Figure 1. Placement view (run 1).
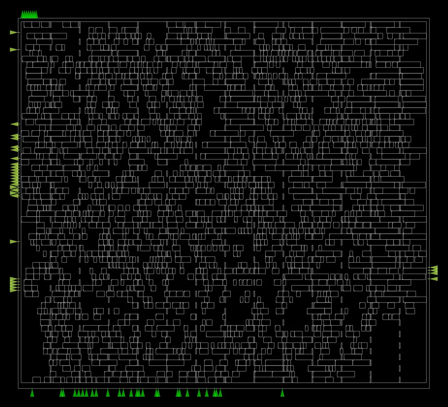
Figure 2. Drive-strength map (run 1).
Scale: 2 px per µm.
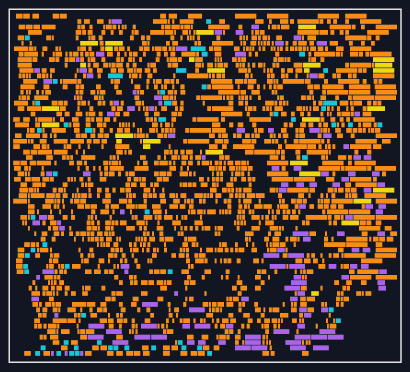
Figure 3. Signal wires on met3 (run 1).
Scale: 1.5 px per µm. Cells faint in the background.
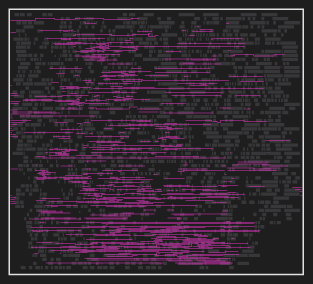
$ cat config.mk
export PLATFORM = sky130hd
export DESIGN_NAME = seq_alu_v2_flat
export DESIGN_NICKNAME = d
export VERILOG_FILES = /design/src/rtl/seq_alu_pkg.sv /design/src/rtl/seq_alu_v2_if.sv /design/src/rtl/seq_alu_iter_unit.sv /design/src/rtl/seq_alu_v2.sv /design/src/flat_wrapper.sv
export SDC_FILE = /design/constraint.sdc
export NUM_CORES = 1
export LEC_CHECK = 0
export CAP_MARGIN = 20
export CORE_ASPECT_RATIO = 0.9
export CORE_MARGIN = 1
export CORE_UTILIZATION = 45
export DETAILED_ROUTE_END_ITERATION = 16
export PLACE_DENSITY_LB_ADDON = 0.12
export SETUP_SLACK_MARGIN = 0.2
export SYNTH_ARGS = -nofsm -noshare
export SYNTH_HDL_FRONTEND = slang
export SYNTH_HIERARCHICAL = 1
export SYNTH_SLANG_ARGS = --single-unit
$ cat constraint.sdc
create_clock -name clk -period 16.8 [get_ports clk]
set_input_delay 3.36 -clock clk [delete_from_list [all_inputs] [get_ports clk]]
set_output_delay 3.36 -clock clk [all_outputs]
set_load 0.1 [all_outputs]
$ cat src/rtl/seq_alu_pkg.sv
// seq_alu_pkg: opcodes, FSM state encoding and CPSR flag layout shared by the seq_alu_v2 slice
package seq_alu_pkg;
    localparam logic [4:0] OP_MOV   = 5'b00000;
    localparam logic [4:0] OP_ADD   = 5'b00001;
    localparam logic [4:0] OP_SUB   = 5'b00010;
    localparam logic [4:0] OP_MULH  = 5'b00011;
    localparam logic [4:0] OP_UMULH = 5'b00100;
    localparam logic [4:0] OP_CMP   = 5'b00101;
    localparam logic [4:0] OP_AND   = 5'b00110;
    localparam logic [4:0] OP_OR    = 5'b00111;
    localparam logic [4:0] OP_NOR   = 5'b01000;
    localparam logic [4:0] OP_NAND  = 5'b01001;
    localparam logic [4:0] OP_XOR   = 5'b01010;
    localparam logic [4:0] OP_XNOR  = 5'b01011;
    localparam logic [4:0] OP_NOT   = 5'b01100;
    localparam logic [4:0] OP_MULL  = 5'b01111;
    localparam logic [4:0] OP_UMULL = 5'b10000;
    localparam logic [4:0] OP_UDIV  = 5'b10100;
    localparam logic [4:0] OP_UREM  = 5'b10101;
    localparam logic [4:0] OP_LSR   = 5'b11000;
    localparam logic [4:0] OP_LSL   = 5'b11001;
    localparam logic [4:0] OP_ASR   = 5'b11010;
    localparam logic [4:0] OP_ROR   = 5'b11100;

    typedef enum logic [1:0] {ST_IDLE, ST_MUL, ST_DIV, ST_DONE} state_e;

    typedef struct packed {
        logic n;
        logic z;
        logic v;
        logic c;
    } flags_t;
endpackage

$ cat src/rtl/seq_alu_v2_if.sv
// seq_alu_v2_if: operation request / result handshake bundle for seq_alu_v2
interface seq_alu_v2_if #(
    parameter int WIDTH = 16
);
    logic             in_valid;
    logic             in_ready;
    logic [4:0]       opcode;
    logic [WIDTH-1:0] x;
    logic [WIDTH-1:0] y;
    logic             out_valid;
    logic             out_ready;
    logic [WIDTH-1:0] r;
    logic             negative;
    logic             zero;
    logic             overflow;
    logic             cout;
    logic             illegal;
    logic             busy;

    modport master (
        output in_valid, opcode, x, y, out_ready,
        input  in_ready, out_valid, r, negative, zero, overflow, cout, illegal, busy
    );

    modport slave (
        input  in_valid, opcode, x, y, out_ready,
        output in_ready, out_valid, r, negative, zero, overflow, cout, illegal, busy
    );
endinterface

$ cat src/rtl/seq_alu_iter_unit.sv
// seq_alu_iter_unit: one-bit-per-cycle shift-add multiplier; restoring divider when SEQ_ALU_DIV_EN is defined
module seq_alu_iter_unit
    import seq_alu_pkg::*;
#(
    parameter int WIDTH = 16
) (
    input  logic               clk,
    input  logic               rst,
    input  logic               start,
`ifdef SEQ_ALU_DIV_EN
    input  logic               div,
    output logic [WIDTH-1:0]   quo,
    output logic [WIDTH-1:0]   rem,
`endif
    input  logic [WIDTH-1:0]   a,
    input  logic [WIDTH-1:0]   b,
    output logic               done,
    output logic [2*WIDTH-1:0] prod
);
    localparam int CW = $clog2(WIDTH + 1);

    logic [2*WIDTH-1:0] acc, acc_n, mc, mc_n;
    logic [WIDTH-1:0]   q, q_n;
    logic [CW-1:0]      cnt;
`ifdef SEQ_ALU_DIV_EN
    logic               mode;
    logic [WIDTH:0]     sh, df;
`endif

    // next iteration values; done fires on the final iteration so results are exposed from the next-state view
    always_comb begin
        acc_n = acc + (q[0] ? mc : '0);
        mc_n  = mc << 1;
        q_n   = q >> 1;
`ifdef SEQ_ALU_DIV_EN
        sh = {acc[WIDTH-1:0], q[WIDTH-1]};
        df = sh - {1'b0, mc[WIDTH-1:0]};
        if (mode) begin
            acc_n = {{WIDTH{1'b0}}, df[WIDTH] ? sh[WIDTH-1:0] : df[WIDTH-1:0]};
            mc_n  = mc;
            q_n   = {q[WIDTH-2:0], ~df[WIDTH]};
        end
`endif
    end

    // load operands on start, then step once per cycle while the counter is nonzero
    always_ff @(posedge clk) begin
        if (rst) begin
            cnt <= '0;
        end else if (start) begin
            cnt <= CW'(WIDTH);
            acc <= '0;
`ifdef SEQ_ALU_DIV_EN
            mode <= div;
            mc   <= {{WIDTH{1'b0}}, div ? b : a};
            q    <= div ? a : b;
`else
            mc   <= {{WIDTH{1'b0}}, a};
            q    <= b;
`endif
        end else if (cnt != '0) begin
            cnt <= cnt - 1'b1;
            acc <= acc_n;
            mc  <= mc_n;
            q   <= q_n;
        end
    end

    assign done = cnt == CW'(1);
    assign prod = acc_n;
`ifdef SEQ_ALU_DIV_EN
    assign quo = q_n;
    assign rem = acc_n[WIDTH-1:0];
`endif
endmodule

$ cat src/rtl/seq_alu_v2.sv
// seq_alu_v2: handshaked sequential ALU with CPSR flags; SEQ_ALU_DIV_EN adds UDIV/UREM
module seq_alu_v2
    import seq_alu_pkg::*;
#(
    parameter int WIDTH = 16
) (
    input logic         clk,
    input logic         rst,
    seq_alu_v2_if.slave bus
);
    localparam int SW = $clog2(WIDTH);
    localparam logic [1:0] IDLE = ST_IDLE;
    localparam logic [1:0] MUL  = ST_MUL;
    localparam logic [1:0] DIV  = ST_DIV;
    localparam logic [1:0] DONE = ST_DONE;

    logic [1:0]         st;
    logic [WIDTH-1:0]   r_q;
    flags_t             fl_q;
    logic               ill_q, neg_q;
    logic [4:0]         op_q;

    logic [WIDTH:0]     sum, dif, sl, sr;
    logic signed [WIDTH:0] sa;
    logic [WIDTH-1:0]   ror, sres, ax, ay, cr;
    logic [SW-1:0]      amt;
    logic               sv, sc, sdef, smul, sdiv, sg, go, done, cv;
    logic [2*WIDTH-1:0] prod, p;
`ifdef SEQ_ALU_DIV_EN
    logic [WIDTH-1:0]   quo, rem;
    logic               yz_q;
`endif

    assign amt = bus.y[SW-1:0];
    assign sum = {1'b0, bus.x} + {1'b0, bus.y};
    assign dif = {1'b0, bus.x} - {1'b0, bus.y};
    assign sl  = {1'b0, bus.x} << amt;
    assign sr  = {bus.x, 1'b0} >> amt;
    assign sa  = $signed({bus.x, 1'b0}) >>> amt;
    assign ror = (bus.x >> amt) | (bus.x << (WIDTH - int'(amt)));

    // single-cycle result and decode of the offered opcode; the extra low bit of sr/sa catches the last bit out
    always_comb begin
        sres = '0;
        sv   = 1'b0;
        sc   = 1'b0;
        sdef = 1'b1;
        smul = 1'b0;
        sdiv = 1'b0;
        case (bus.opcode)
            OP_MOV:  sres = bus.x;
            OP_ADD: begin
                sres = sum[WIDTH-1:0];
                sc   = sum[WIDTH];
                sv   = (bus.x[WIDTH-1] == bus.y[WIDTH-1]) && (sum[WIDTH-1] != bus.x[WIDTH-1]);
            end
            OP_SUB, OP_CMP: begin
                sres = dif[WIDTH-1:0];
                sc   = ~dif[WIDTH];
                sv   = (bus.x[WIDTH-1] != bus.y[WIDTH-1]) && (dif[WIDTH-1] != bus.x[WIDTH-1]);
            end
            OP_AND:  sres = bus.x & bus.y;
            OP_OR:   sres = bus.x | bus.y;
            OP_NOR:  sres = ~(bus.x | bus.y);
            OP_NAND: sres = ~(bus.x & bus.y);
            OP_XOR:  sres = bus.x ^ bus.y;
            OP_XNOR: sres = ~(bus.x ^ bus.y);
            OP_NOT:  sres = ~bus.x;
            OP_LSR: begin
                sres = sr[WIDTH:1];
                sc   = sr[0];
            end
            OP_LSL: begin
                sres = sl[WIDTH-1:0];
                sc   = sl[WIDTH];
            end
            OP_ASR: begin
                sres = sa[WIDTH:1];
                sc   = sa[0];
            end
            OP_ROR: begin
                sres = ror;
                sc   = ror[WIDTH-1];
            end
            OP_MULH, OP_UMULH, OP_MULL, OP_UMULL: smul = 1'b1;
`ifdef SEQ_ALU_DIV_EN
            OP_UDIV, OP_UREM: sdiv = 1'b1;
`endif
            default: sdef = 1'b0;
        endcase
    end

    assign sg = bus.opcode == OP_MULH || bus.opcode == OP_MULL;
    assign ax = sg && bus.x[WIDTH-1] ? -bus.x : bus.x;
    assign ay = sg && bus.y[WIDTH-1] ? -bus.y : bus.y;
    assign go = bus.in_valid && st == IDLE && (smul || sdiv);

    seq_alu_iter_unit #(.WIDTH(WIDTH)) u_iter (
        .clk   (clk),
        .rst   (rst),
        .start (go),
`ifdef SEQ_ALU_DIV_EN
        .div   (sdiv),
        .quo   (quo),
        .rem   (rem),
`endif
        .a     (ax),
        .b     (ay),
        .done  (done),
        .prod  (prod)
    );

    // multi-cycle completion: sign-correct the magnitude product and pick the requested half
    always_comb begin
        p  = neg_q ? -prod : prod;
        cr = (op_q == OP_MULH || op_q == OP_UMULH) ? p[2*WIDTH-1:WIDTH] : p[WIDTH-1:0];
        cv = op_q == OP_MULL ? (p[2*WIDTH-1:WIDTH-1] != {(WIDTH+1){p[WIDTH-1]}})
                             : (op_q == OP_UMULL && |p[2*WIDTH-1:WIDTH]);
`ifdef SEQ_ALU_DIV_EN
        if (op_q == OP_UDIV || op_q == OP_UREM) begin
            cr = op_q == OP_UDIV ? quo : rem;
            cv = yz_q;
        end
`endif
    end

    // control FSM; result and flags only change on entry to DONE, undefined opcodes keep the old flags
    always_ff @(posedge clk) begin
        if (rst) begin
            st    <= IDLE;
            r_q   <= '0;
            fl_q  <= '0;
            ill_q <= 1'b0;
            op_q  <= OP_MOV;
            neg_q <= 1'b0;
        end else begin
            case (st)
                IDLE: if (bus.in_valid) begin
                    op_q  <= bus.opcode;
                    neg_q <= sg && (bus.x[WIDTH-1] ^ bus.y[WIDTH-1]);
`ifdef SEQ_ALU_DIV_EN
                    yz_q  <= bus.y == '0;
`endif
                    st    <= smul ? MUL : sdiv ? DIV : DONE;
                    if (!smul && !sdiv) begin
                        r_q   <= bus.opcode == OP_CMP ? '0 : sres;
                        fl_q  <= sdef ? '{n: sres[WIDTH-1], z: ~|sres, v: sv, c: sc} : fl_q;
                        ill_q <= !sdef;
                    end
                end
                MUL, DIV: if (done) begin
                    st    <= DONE;
                    r_q   <= cr;
                    fl_q  <= '{n: cr[WIDTH-1], z: ~|cr, v: cv, c: 1'b0};
                    ill_q <= 1'b0;
                end
                DONE: if (bus.out_ready) st <= IDLE;
            endcase
        end
    end

    assign bus.in_ready  = st == IDLE;
    assign bus.out_valid = st == DONE;
    assign bus.busy      = st == MUL || st == DIV;
    assign bus.r         = r_q;
    assign bus.negative  = fl_q.n;
    assign bus.zero      = fl_q.z;
    assign bus.overflow  = fl_q.v;
    assign bus.cout      = fl_q.c;
    assign bus.illegal   = ill_q;
endmodule

$ cat src/flat_wrapper.sv
// flat-port wrapper written by rule: the top's interface ports become plain ports
module seq_alu_v2_flat import seq_alu_pkg::*;
#(
    parameter int WIDTH = 16
)
  (clk, rst, bus_in_valid, bus_opcode, bus_x, bus_y, bus_out_ready, bus_in_ready, bus_out_valid, bus_r, bus_negative, bus_zero, bus_overflow, bus_cout, bus_illegal, bus_busy);
  seq_alu_v2_if #(.WIDTH(WIDTH)) bus_i ();
  input logic clk;
  input logic rst;
  input wire logic [$bits(bus_i.in_valid)-1:0] bus_in_valid;
  input wire logic [$bits(bus_i.opcode)-1:0] bus_opcode;
  input wire logic [$bits(bus_i.x)-1:0] bus_x;
  input wire logic [$bits(bus_i.y)-1:0] bus_y;
  input wire logic [$bits(bus_i.out_ready)-1:0] bus_out_ready;
  output wire logic [$bits(bus_i.in_ready)-1:0] bus_in_ready;
  output wire logic [$bits(bus_i.out_valid)-1:0] bus_out_valid;
  output wire logic [$bits(bus_i.r)-1:0] bus_r;
  output wire logic [$bits(bus_i.negative)-1:0] bus_negative;
  output wire logic [$bits(bus_i.zero)-1:0] bus_zero;
  output wire logic [$bits(bus_i.overflow)-1:0] bus_overflow;
  output wire logic [$bits(bus_i.cout)-1:0] bus_cout;
  output wire logic [$bits(bus_i.illegal)-1:0] bus_illegal;
  output wire logic [$bits(bus_i.busy)-1:0] bus_busy;
  assign bus_i.in_valid = bus_in_valid;
  assign bus_i.opcode = bus_opcode;
  assign bus_i.x = bus_x;
  assign bus_i.y = bus_y;
  assign bus_i.out_ready = bus_out_ready;
  assign bus_in_ready = bus_i.in_ready;
  assign bus_out_valid = bus_i.out_valid;
  assign bus_r = bus_i.r;
  assign bus_negative = bus_i.negative;
  assign bus_zero = bus_i.zero;
  assign bus_overflow = bus_i.overflow;
  assign bus_cout = bus_i.cout;
  assign bus_illegal = bus_i.illegal;
  assign bus_busy = bus_i.busy;
  seq_alu_v2 #(.WIDTH(WIDTH)) u_core (.clk(clk), .rst(rst), .bus(bus_i));
endmodule
==> flow_summary.ini, run 1 <==
; physical design summary
[pwr]
peakVddDrop_v = 0.000220
power.share.clock_pct = 12.3
p_switching_uw = 1770

[run_status]
status = completed

[global_routing]
grt_usage_pct = 35.0
grt_antenna_before_repair = 1
busiest_layer = met1
grt_util_met1_pct = 51.6

[die]
io_pins = 65
chipArea_mm2 = 0.0343
dieWidth_um = 195
fp.dieH_um = 176

[finish]
lay_top_count = nand2_1
post-route-util_pct = 50.5
final_nets = 2023
layout-area-overhead-vs-synth_pct = 10.3
reg.largest.list = u_core/u_iter/acc (32), u_core/u_iter/mc (32)

[synth]
syn_nets = 2043
ff_type = edfxtp_1
ys_seq_elements = 114
ys_area_mm2 = 0.0151

[critical_path]
cp_top_family = buffers and inverters
reg2reg_from = u_core/u_iter/q[0]$_DFFE_PP_

[hold_path]
min_to = u_core/op_q[1]$_SDFFE_PP0P_

[clocking]
ctsHtreeMaxLevel = 4
clk_latency_ps = 440

[sta]
tightest_slew_ps = 1180
tns_ps = 0
Back to the opening pictures, Figure 1:
Seq/total area: 18.5%
FP Rows: 63
FILL cells: 3261

Back to the opening pictures, Figure 2:
Key: orange = x1 and smaller [cells 1696, share 89%]; yellow = x6 and larger [cells 28, share 1.5%]; cyan = x3 and x4 [cells 54, share 2.8%]; purple = x2 [cells 123, share 6.5%]

Back to the opening pictures, Figure 3:
318 nets have wire on it. The longest straight run is 130 µm. The layer holds 12% of the routed length. The wires run mostly horizontal.

==> run 1: cell families after synthesis <==
group | Yosys count | synth area share (%)
AND-OR/OR-AND | 543 | 25.1
XOR/XNOR | 83 | 4.81
adder cells (fa/ha/maj) | 95 | 8.01
buffers and inverters | 222 | 5.98
flip-flops | 114 | 20.4
multiplexers | 127 | 11.3
AND/OR/NAND/NOR | 724 | 24.4
==> run 1: through the flow <==
step	instances	setup slack (ps)
global placement	2290	8090
floorplan	1908	6780
CTS	2323	8380
finish	2325	8370
detailed placement	2291	7910
global route	2323	8030
==> run 1: routing by layer <==
layer | up-vias | share of wire (%)
met5 | - | 0
met4 | 0 | 2.9
met3 | 102 | 12
met2 | 920 | 40
met1 | 7715 | 45
li1 | 7156 | -
==> run 1: worst max path at each step <==
stage	endpoint	slack, ps	depth (start not counted)
finish	u_core/u_iter/q[13]$_DFFE_PP_	8370	9
global placement	u_core/u_iter/q[8]$_DFFE_PP_	8090	9
CTS	u_core/u_iter/q[13]$_DFFE_PP_	8380	9
detailed placement	u_core/u_iter/q[8]$_DFFE_PP_	7910	9
floorplan	u_core/u_iter/acc[0]$_SDFFCE_PP0P_	6780	10
global route	u_core/u_iter/mc[8]$_DFFE_PP_	8030	9
==> run 1: cell type report <==
| cell class | instances | area, µm² |
|---|---|---|
| antenna | 2 | 5.00 |
| clock buffer | 17 | 425 |
| multi-input combinational | 1572 | 11200 |
| fill | 3261 | 16300 |
| sequential | 114 | 3080 |
| tap | 422 | 528 |
| inverter | 76 | 285 |
| clock inverter | 15 | 219 |
| timing repair buffer | 107 | 952 |
==> run 1: worst min-delay path: stages (launching register included) <==
cell and delay (ps):
dfxtp_1 340, nand2_1 60, a21oi_1 50
==> run 1 -> run 2 <==
==> constraint.sdc (replaced) <==
create_clock -name clk -period 8.5 [get_ports clk]
set_input_delay 1.7 -clock clk [delete_from_list [all_inputs] [get_ports clk]]
set_output_delay 1.7 -clock clk [all_outputs]
set_load 0.1 [all_outputs]
Figure 4. Drive-strength map (run 2).
Scale: 2 px per µm.
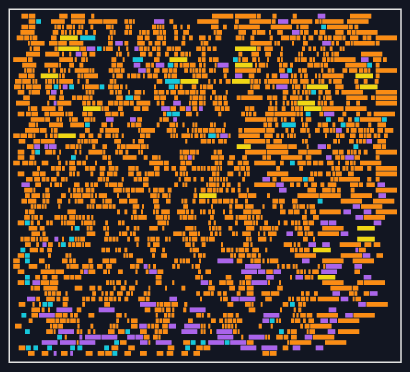
Key: cyan = x3 and x4 [cells 62, share 3.2%]; yellow = x6 and larger [cells 21, share 1.1%]; orange = x1 and smaller [cells 1701, share 89%]; purple = x2 [cells 124, share 6.5%]

==> run 2 against run 1 <==
Compared with the run above:
- design area barely moved
- register-to-register slack got worse by 8000 ps
- global-route usage rose by 0.12 points
- utilization barely moved
- worst setup slack got worse by 6100 ps
==> flow_summary.ini, run 2 <==
; physical design summary
[pwr]
peakVddDrop_v = 0.000369
p_switching_uw = 3490

[die]
num_rows = 63
fp.dieH_um = 176
chipArea_mm2 = 0.0343

[synth]
ys_seq_elements = 114
syn_nets = 2043
ys_area_mm2 = 0.0151

[finish]
post-route-util_pct = 50.5
reg.largest.list = u_core/u_iter/acc (32), u_core/u_iter/mc (32)
lay_top_count = nand2_1
fillers = 3192
final_nets = 2032

[global_routing]
grt_antenna_before_repair = 2

[route]
routed-wl-met3_mm = 6.99

[place]
dp_cells = 2300
preCtsSetupSlack_ps = 2340

[sta]
fin_ws_ps = 2270

[run_status]
status = completed

[clocking]
ctsHtreeMaxLevel = 4
-- run 2: kinds of logic after synthesis --
family / after synthesis / synth area share [%]
adder cells (fa/ha/maj): 95 / 8.01
AND-OR/OR-AND: 543 / 25.1
buffers and inverters: 222 / 5.98
AND/OR/NAND/NOR: 724 / 24.4
multiplexers: 127 / 11.3
flip-flops: 114 / 20.4
XOR/XNOR: 83 / 4.81
-- run 2: worst max path at each step --
stage | endpoint | slack, ps | depth (start not counted)
3_3_place_gp | u_core/bus.negative$_SDFFE_PP0P_ | 2440 | 14
3_5_place_dp | u_core/bus.negative$_SDFFE_PP0P_ | 2340 | 14
4_1_cts | u_core/bus.overflow$_SDFFE_PP0P_ | 2360 | 18
6_report | u_core/bus.overflow$_SDFFE_PP0P_ | 2270 | 18
2_1_floorplan | u_core/u_iter/acc[0]$_SDFFCE_PP0P_ | 2090 | 10
5_1_grt | u_core/bus.overflow$_SDFFE_PP0P_ | 2010 | 17
-- run 2: area by class of cell --
cell class | count | share of cell area [%]
repair buffers | 116 | 6.18
clock inverters | 11 | 0.842
flip-flops and latches | 114 | 18.5
clock buffers | 19 | 2.60
multi-input cells | 1572 | 67.0
inverters | 76 | 1.71
well taps | 422 | 3.17
-- run 2: worst max-delay path: stages (launching register included) --
cell	delay (ps)
edfxtp_1	780
and2_1	310
ha_1	220
fa_1	450
a211oi_2	310
o21ai_2	120
a221oi_2	510
o31ai_1	220
or3_1	380
and3_1	260
or3_1	450
nor3_1	500
a41oi_1	200
a21boi_0	220
or4_1	570
o41ai_1	260
a21oi_1	90
nor3_2	180
a2111oi_1	70
